Fig. 1: run 1, placement by cell class
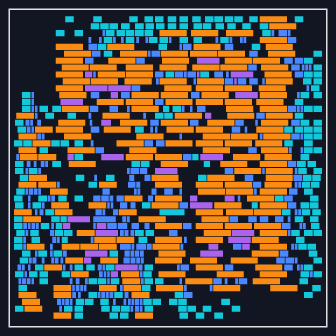
Fig. 2: run 1, wiring heat map
25 x 25 tiles, from dark blue (low) to red (high), scaled to the fullest tile. Values are wire area over tile area, all layers added.
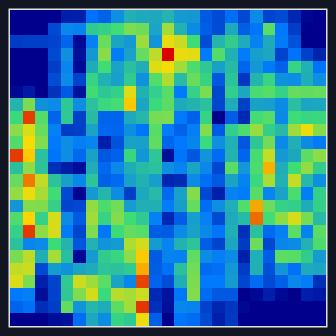
Fig. 3: run 1, clock distribution
The bar under the picture is 20 um long.
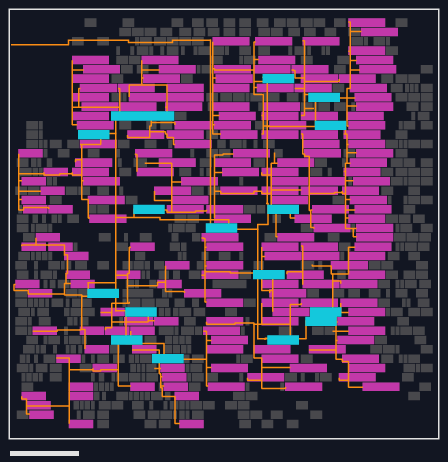
## config.mk

```make
export PLATFORM = sky130hd
export DESIGN_NAME = data_interlayer_flat
export DESIGN_NICKNAME = d
export VERILOG_FILES = /design/src/rtl/data_interlayer_if.sv /design/src/rtl/data_interlayer.sv /design/src/flat_wrapper.sv
export SDC_FILE = /design/constraint.sdc
export NUM_CORES = 1
export LEC_CHECK = 0
export CAP_MARGIN = 20
export CORE_UTILIZATION = 46
export CTS_CLUSTER_SIZE = 40
export DETAILED_ROUTE_END_ITERATION = 6
export PLACE_DENSITY = 0.78
export SLEW_MARGIN = 25
export SYNTH_ARGS = -nofsm -noshare
export SYNTH_HDL_FRONTEND = slang
export SYNTH_SLANG_ARGS = --single-unit
```

## constraint.sdc

```tcl
create_clock -name clk -period 6.3 [get_ports clk]
set_input_delay 1.26 -clock clk [delete_from_list [all_inputs] [get_ports clk]]
set_output_delay 1.26 -clock clk [all_outputs]
set_load 0.005 [all_outputs]
```

## src/rtl/data_interlayer_if.sv

```systemverilog
// Data-bus bundle between the interlayer (master) and the SRAM-like
// data-bus bridge (slave).
interface data_interlayer_if;
  logic        data_req;
  logic        data_wr;
  logic [1:0]  data_size;
  logic [31:0] data_addr;
  logic [3:0]  data_wstrb;
  logic [31:0] data_wdata;
  logic        data_addr_ok;
  logic        data_data_ok;
  logic [31:0] data_rdata;

  modport master (
    output data_req, data_wr, data_size, data_addr, data_wstrb, data_wdata,
    input  data_addr_ok, data_data_ok, data_rdata
  );

  modport slave (
    input  data_req, data_wr, data_size, data_addr, data_wstrb, data_wdata,
    output data_addr_ok, data_data_ok, data_rdata
  );
endinterface

```

## src/rtl/data_interlayer.sv

```systemverilog
// data_interlayer: queues MA data-memory requests in a 2-entry FIFO and
// replays them one at a time on the SRAM-like data bus; load data returns
// as a registered one-cycle pulse.
// Optional macro DATA_INTERLAYER_POSTED_WR_EN: when defined, MA is stalled
// only when the FIFO is full (posted mode); otherwise every request blocks
// further acceptance until the bus transaction has fully completed.
//
// state  | meaning
// IDLE   | no bus request; waiting for a queued request
// REQ    | data_req high, FIFO head presented until data_addr_ok
// WAIT   | one transaction outstanding; waiting for data_data_ok
module data_interlayer (
  input  logic        clk,
  input  logic        rst_p,
  input  logic        mem_read,
  input  logic        mem_write,
  input  logic [3:0]  mem_wstrb,
  input  logic [31:0] mem_addr,
  input  logic [2:0]  mem_size,
  input  logic [31:0] mem_wdata,
  output logic        interlayer_ready,
  output logic        rd_valid,
  output logic [31:0] rd_data,
  output logic        ovf,
  data_interlayer_if.master bus
);

  typedef enum logic [1:0] {S_IDLE, S_REQ, S_WAIT} state_t;

  // Entries hold the already bus-mapped fields so the head can drive the
  // bus directly and stays stable under backpressure.
  typedef struct packed {
    logic        wr;
    logic [1:0]  size;
    logic [31:0] addr;
    logic [3:0]  wstrb;
    logic [31:0] wdata;
  } entry_t;

  state_t      state_q, state_d;
  entry_t      fifo_q [2];
  entry_t      new_entry;
  entry_t      head;
  logic        rd_ptr_q, wr_ptr_q;
  logic [1:0]  count_q, count_d;
  logic        wr_q;
  logic        rd_valid_q;
  logic [31:0] rd_data_q;
  logic        ovf_q;
  logic        req_any;
  logic        push;
  logic        pop;

  function automatic logic [1:0] low_lane(input logic [3:0] strb);
    if (strb[0])      return 2'd0;
    else if (strb[1]) return 2'd1;
    else if (strb[2]) return 2'd2;
    else if (strb[3]) return 2'd3;
    else              return 2'd0;
  endfunction

`ifdef DATA_INTERLAYER_POSTED_WR_EN
  assign interlayer_ready = (count_q < 2'd2);
`else
  assign interlayer_ready = (count_q == 2'd0) && (state_q == S_IDLE);
`endif

  assign req_any = mem_read | mem_write;
  assign push    = req_any && interlayer_ready;
  assign pop     = (state_q == S_REQ) && bus.data_addr_ok;
  assign head    = fifo_q[rd_ptr_q];

  // Map an incoming MA request onto bus fields; stores win over loads.
  always_comb begin
    new_entry       = '0;
    new_entry.wr    = mem_write;
    new_entry.wdata = mem_wdata;
    if (mem_write) begin
      new_entry.wstrb = mem_wstrb;
      new_entry.addr  = {mem_addr[31:2], low_lane(mem_wstrb)};
      case (mem_size)
        3'd1:    new_entry.size = 2'd0;
        3'd2:    new_entry.size = 2'd1;
        default: new_entry.size = 2'd2;
      endcase
    end else begin
      new_entry.size = 2'd2;
      new_entry.addr = mem_addr;
    end
  end

  // FIFO occupancy: simultaneous push and pop leave the count unchanged.
  always_comb begin
    count_d = count_q;
    case ({push, pop})
      2'b10:   count_d = count_q + 2'd1;
      2'b01:   count_d = count_q - 2'd1;
      default: count_d = count_q;
    endcase
  end

  // FIFO pointers and count.
  always_ff @(posedge clk) begin
    if (rst_p) begin
      rd_ptr_q <= 1'b0;
      wr_ptr_q <= 1'b0;
      count_q  <= 2'd0;
    end else begin
      if (push) wr_ptr_q <= ~wr_ptr_q;
      if (pop)  rd_ptr_q <= ~rd_ptr_q;
      count_q <= count_d;
    end
  end

  // FIFO storage; contents are don't-care while the count says empty.
  always_ff @(posedge clk) begin
    if (push) fifo_q[wr_ptr_q] <= new_entry;
  end

  // FSM state register.
  always_ff @(posedge clk) begin
    if (rst_p) state_q <= S_IDLE;
    else       state_q <= state_d;
  end

  // FSM next state; a push this cycle counts as non-empty next cycle.
  always_comb begin
    state_d = state_q;
    case (state_q)
      S_IDLE: if (count_q != 2'd0 || push) state_d = S_REQ;
      S_REQ:  if (bus.data_addr_ok)        state_d = S_WAIT;
      S_WAIT: if (bus.data_data_ok)
                state_d = (count_q != 2'd0 || push) ? S_REQ : S_IDLE;
      default: state_d = S_IDLE;
    endcase
  end

  // FSM outputs: the bus is driven from the FIFO head only in REQ.
  always_comb begin
    bus.data_req   = 1'b0;
    bus.data_wr    = 1'b0;
    bus.data_size  = 2'd0;
    bus.data_addr  = 32'd0;
    bus.data_wstrb = 4'd0;
    bus.data_wdata = 32'd0;
    if (state_q == S_REQ) begin
      bus.data_req   = 1'b1;
      bus.data_wr    = head.wr;
      bus.data_size  = head.size;
      bus.data_addr  = head.addr;
      bus.data_wstrb = head.wstrb;
      bus.data_wdata = head.wdata;
    end
  end

  // Completion tracking, load-data return and sticky overflow flag.
  always_ff @(posedge clk) begin
    if (rst_p) begin
      wr_q       <= 1'b0;
      rd_valid_q <= 1'b0;
      rd_data_q  <= 32'd0;
      ovf_q      <= 1'b0;
    end else begin
      if (pop) wr_q <= head.wr;
      rd_valid_q <= 1'b0;
      if (state_q == S_WAIT && bus.data_data_ok && !wr_q) begin
        rd_valid_q <= 1'b1;
        rd_data_q  <= bus.data_rdata;
      end
      if (req_any && !interlayer_ready) ovf_q <= 1'b1;
    end
  end

  assign rd_valid = rd_valid_q;
  assign rd_data  = rd_data_q;
  assign ovf      = ovf_q;

endmodule

```

## src/flat_wrapper.sv

```systemverilog
// flat-port wrapper written by rule: the top's interface ports become plain ports
module data_interlayer_flat 
  (clk, rst_p, mem_read, mem_write, mem_wstrb, mem_addr, mem_size, mem_wdata, interlayer_ready, rd_valid, rd_data, ovf, bus_data_req, bus_data_wr, bus_data_size, bus_data_addr, bus_data_wstrb, bus_data_wdata, bus_data_addr_ok, bus_data_data_ok, bus_data_rdata);
  data_interlayer_if bus_i ();
  input  logic clk;
  input  logic rst_p;
  input  logic mem_read;
  input  logic mem_write;
  input  logic [3:0] mem_wstrb;
  input  logic [31:0] mem_addr;
  input  logic [2:0] mem_size;
  input  logic [31:0] mem_wdata;
  output logic interlayer_ready;
  output logic rd_valid;
  output logic [31:0] rd_data;
  output logic ovf;
  output wire logic [$bits(bus_i.data_req)-1:0] bus_data_req;
  output wire logic [$bits(bus_i.data_wr)-1:0] bus_data_wr;
  output wire logic [$bits(bus_i.data_size)-1:0] bus_data_size;
  output wire logic [$bits(bus_i.data_addr)-1:0] bus_data_addr;
  output wire logic [$bits(bus_i.data_wstrb)-1:0] bus_data_wstrb;
  output wire logic [$bits(bus_i.data_wdata)-1:0] bus_data_wdata;
  input wire logic [$bits(bus_i.data_addr_ok)-1:0] bus_data_addr_ok;
  input wire logic [$bits(bus_i.data_data_ok)-1:0] bus_data_data_ok;
  input wire logic [$bits(bus_i.data_rdata)-1:0] bus_data_rdata;
  assign bus_data_req = bus_i.data_req;
  assign bus_data_wr = bus_i.data_wr;
  assign bus_data_size = bus_i.data_size;
  assign bus_data_addr = bus_i.data_addr;
  assign bus_data_wstrb = bus_i.data_wstrb;
  assign bus_data_wdata = bus_i.data_wdata;
  assign bus_i.data_addr_ok = bus_data_addr_ok;
  assign bus_i.data_data_ok = bus_data_data_ok;
  assign bus_i.data_rdata = bus_data_rdata;
  data_interlayer u_core (.clk(clk), .rst_p(rst_p), .mem_read(mem_read), .mem_write(mem_write), .mem_wstrb(mem_wstrb), .mem_addr(mem_addr), .mem_size(mem_size), .mem_wdata(mem_wdata), .interlayer_ready(interlayer_ready), .rd_valid(rd_valid), .rd_data(rd_data), .ovf(ovf), .bus(bus_i));
endmodule
```

==> job_summary.md, run 1 <==
### Yosys + OpenROAD results

| Metric | Value |
|---|---|
| Post-Syn Instances | 506 |
| Yosys chip area | 6930 um^2 |
| Top Ports | 216 |
| Die X | 125 um |
| Core box area | 14600 um^2 |
| NumNets Final | 827 |
| Hold Crit Depth | 2 |
| Clk pwr share | 29.9% |
| Crit path max fanout | 41 |
| Max-Cap Viols | 0 |
| Gate Area | 1690 um^2 |
| Post-route cell area | 9850 um^2 |
| Final Cycle Share | 62.1% |
| Hold WS | 0.454 ns |
| Die Height | 125 um |
| Routability Congestion | 0.749 |
| Critical path's largest stage delay | 0.80 ns |
| Setup crit end | bus_data_wstrb[3] |
| Cells in synth_stat.txt | 506 |
| Reg area | 5110 um^2 |
| Antenna violations before repair | 0 |
| Status | complete, no violations |
| Peak Freq | 0.256 GHz |
| Worst path top cell family by delay | buffers and inverters |
| Dpl cell area | 9270 um^2 |
| CTS tree | done |
| Synth Flop Type | edfxtp_1 |
| Antenna cells | 0 |
| CTS Buffer Depth | 2 |
| Reg2Reg Depth | 4 |
| Post-synthesis net count | 616 |
| Sw Ratio | 26.1% |
| Yosys simple share | 9.52% |
| Tool warning count | 26 |
| Area leader share | 61.5% |
| Final Worst Setup Slack | 2.39 ns |
| P_clk | 0.978 mW |
| Flop pwr share | 49.7% |
| Critical Path Stages | 4 |
| Sw power | 0.854 mW |
| Rel. slew slack | 42.2% |
Back to the opening pictures, Fig. 1:
legend:
  cyan:
    class: other buffers and delay cells
    cells: 223
  blue:
    class: combinational and other logic
    cells: 291
  purple:
    class: clock drivers and dummy loads
    cells: 32
  orange:
    class: flops
    cells: 184

Back to the opening pictures, Fig. 2:
nearly empty tiles: 8.0%
tiles over half the peak: 23%
mean over tiles: 0.15
fullest tile: 0.45

Back to the opening pictures, Fig. 3:
legend:
  cyan:
    item: clock drivers
    count: 17
  magenta:
    item: flip-flops
    count: 184
  orange:
    item: clock wires
    length: 1650 um
routed clock nets: 18
flops lie: spread over the die

## run 1: layer usage
metal | wire, um | vias to the layer above | global-route usage [%]
met3 | 1170 | 23 | 6.40
met2 | 7520 | 179 | 33.6
met5 | 0 | - | 0
met1 | 5680 | 2137 | 21.8
met4 | 342 | 0 | 8.58
li1 | - | 2209 | -
## run 1: flip-flops by register name (all words and copies together) (netlist names), named ones only
name,flops
u_core.count_q,2
u_core.fifo_q,142
u_core.ovf,1
u_core.rd_data,32
u_core.rd_ptr_q,1
u_core.rd_valid,1
u_core.state_q,2
u_core.wr_ptr_q,1
u_core.wr_q,1
## run 1: final cells by class
cell class                 instances  share of cell area [%]
timing repair buffer             223                    22.7
inverter                           8                   0.318
clock inverter                    15                    1.31
multi-input combinational        283                    17.2
clock buffer                      17                    4.32
tap                              184                    2.34
sequential                       184                    51.9
==> inputs of run 2 (changes only) <==
- CORE_UTILIZATION: 46 -> 42
- PLACE_DENSITY: 0.78 -> 0.75
- clock period: 6.3 -> 3.2 ns (I/O delays scaled with it)
==> run 2 against run 1 <==
Wire length grew 2.4%. Global-route usage shrank 1.7 points. Cell count grew 3.6%. Clock-buffer cell count grew 3. Final area grew 0.50%. Via count is essentially flat. Utilization shrank 5.6 points. Combinational power grew 110%. Sequential cell count is the same. First-iteration DRC count shrank 7.0%. Synthesized cell count is the same. Critical path depth is the same. Critical endpoint is now bus_data_wdata[27]. Highest routed layer unchanged.
==> job_summary.md, run 2 <==
### Yosys + OpenROAD results

| Metric | Value |
|---|---|
| Status | complete, no violations |
| Die X | 130 um (+4.6%) |
| Synth Flop Type | edfxtp_1 |
| M1 wire length | 6.34 mm (+12%) |
| Clk pwr share | 28.6% (-1.3 points) |
| Global routing usage on met2 | 29.3% (-4.3 points) |
| Inverters | 8 (unchanged) |
| Gate Area | 1690 um^2 (unchanged) |
| Antenna violations before repair | 0 (unchanged) |
| Sw Ratio | 25.5% (-0.62 points) |
| N_taps | 216 (+17%) |
| Critical path's largest stage delay | 0.64 ns (-0.16 ns) |
| Hold WS | 0.454 ns (-0.000401 ns) |
| Die Height | 130 um (+4.6%) |
| Critical Path Stages | 4 (unchanged) |
| Core box area | 16000 um^2 (+9.7%) |
| Met3 wire length | 1.41 mm (+20%) |
| Number of flip-flops in the largest register | 142 (unchanged) |
| Clock buffer cells | 20 (+3) |
| Yosys chip area | 6930 um^2 (unchanged) |
| Post-Syn Instances | 506 (unchanged) |
| Top sig layer | met4 |
| GRT met3 Usage | 6.88% (+0.48 points) |
| Non-Clock Buffer Count | 224 (+0.45%) |
| Reg area | 5110 um^2 (unchanged) |
| Final Worst Setup Slack | 0.335 ns (-2.05 ns) |
| Fraction of area in multi-input gates | 17.1% (-0.085 points) |
| Post-synthesis net count | 616 (unchanged) |
| Clock-cell share | 5.20% (-0.43 points) |
run 2: logic make-up (layout without fill, tap and decap cells):
group	after synthesis	count (layout)	synth area share [%]
AOI/OAI and AO/OA	47	47	3.59
xor gates and xnor gates	4	4	0.506
adders and majority gates	1	1	0.181
buffers and inverters	39	264	2.26
DFF	184	184	73.7
muxes	71	71	10.3
and+or+nand+nor	160	160	9.52
run 2: power groups by stage:
stage | sequential (mW) | combinational, mW | clock [mW]
finish | 3.18 | 1.38 | 1.83
global route | 3.21 | 1.51 | 1.96
global placement | 3.21 | 1.38 | 0
detailed placement | 3.23 | 1.40 | 0
CTS | 3.18 | 1.41 | 1.87
floorplan | 3.20 | 0.648 | 0
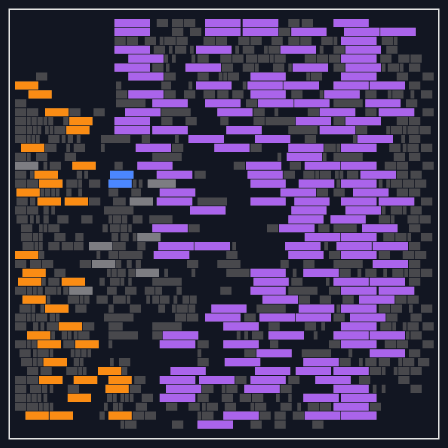
Fig. 4. Where the registers sit (run 2).
Other sequential cells in the stronger grey, the rest of the logic in the fainter grey.
legend:
  orange:
    name_in_the_netlist: u_core.rd_data
    placed_flops: 32
    where: a vertical strip on the left
  purple:
    name_in_the_netlist: u_core.fifo_q
    placed_flops: 142
  blue:
    name_in_the_netlist: u_core.state_q
    placed_flops: 2
not coloured: 8

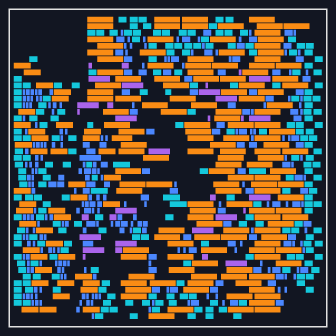
Fig. 5. Placement by cell class (run 2).
legend:
  purple:
    class: clock drivers and dummy loads
    cells: 32
  blue:
    class: combinational and other logic
    cells: 291
  orange:
    class: flops
    cells: 184
  cyan:
    class: other buffers and delay cells
    cells: 224

No activity file was given, so power comes from the tool's default toggle rates.
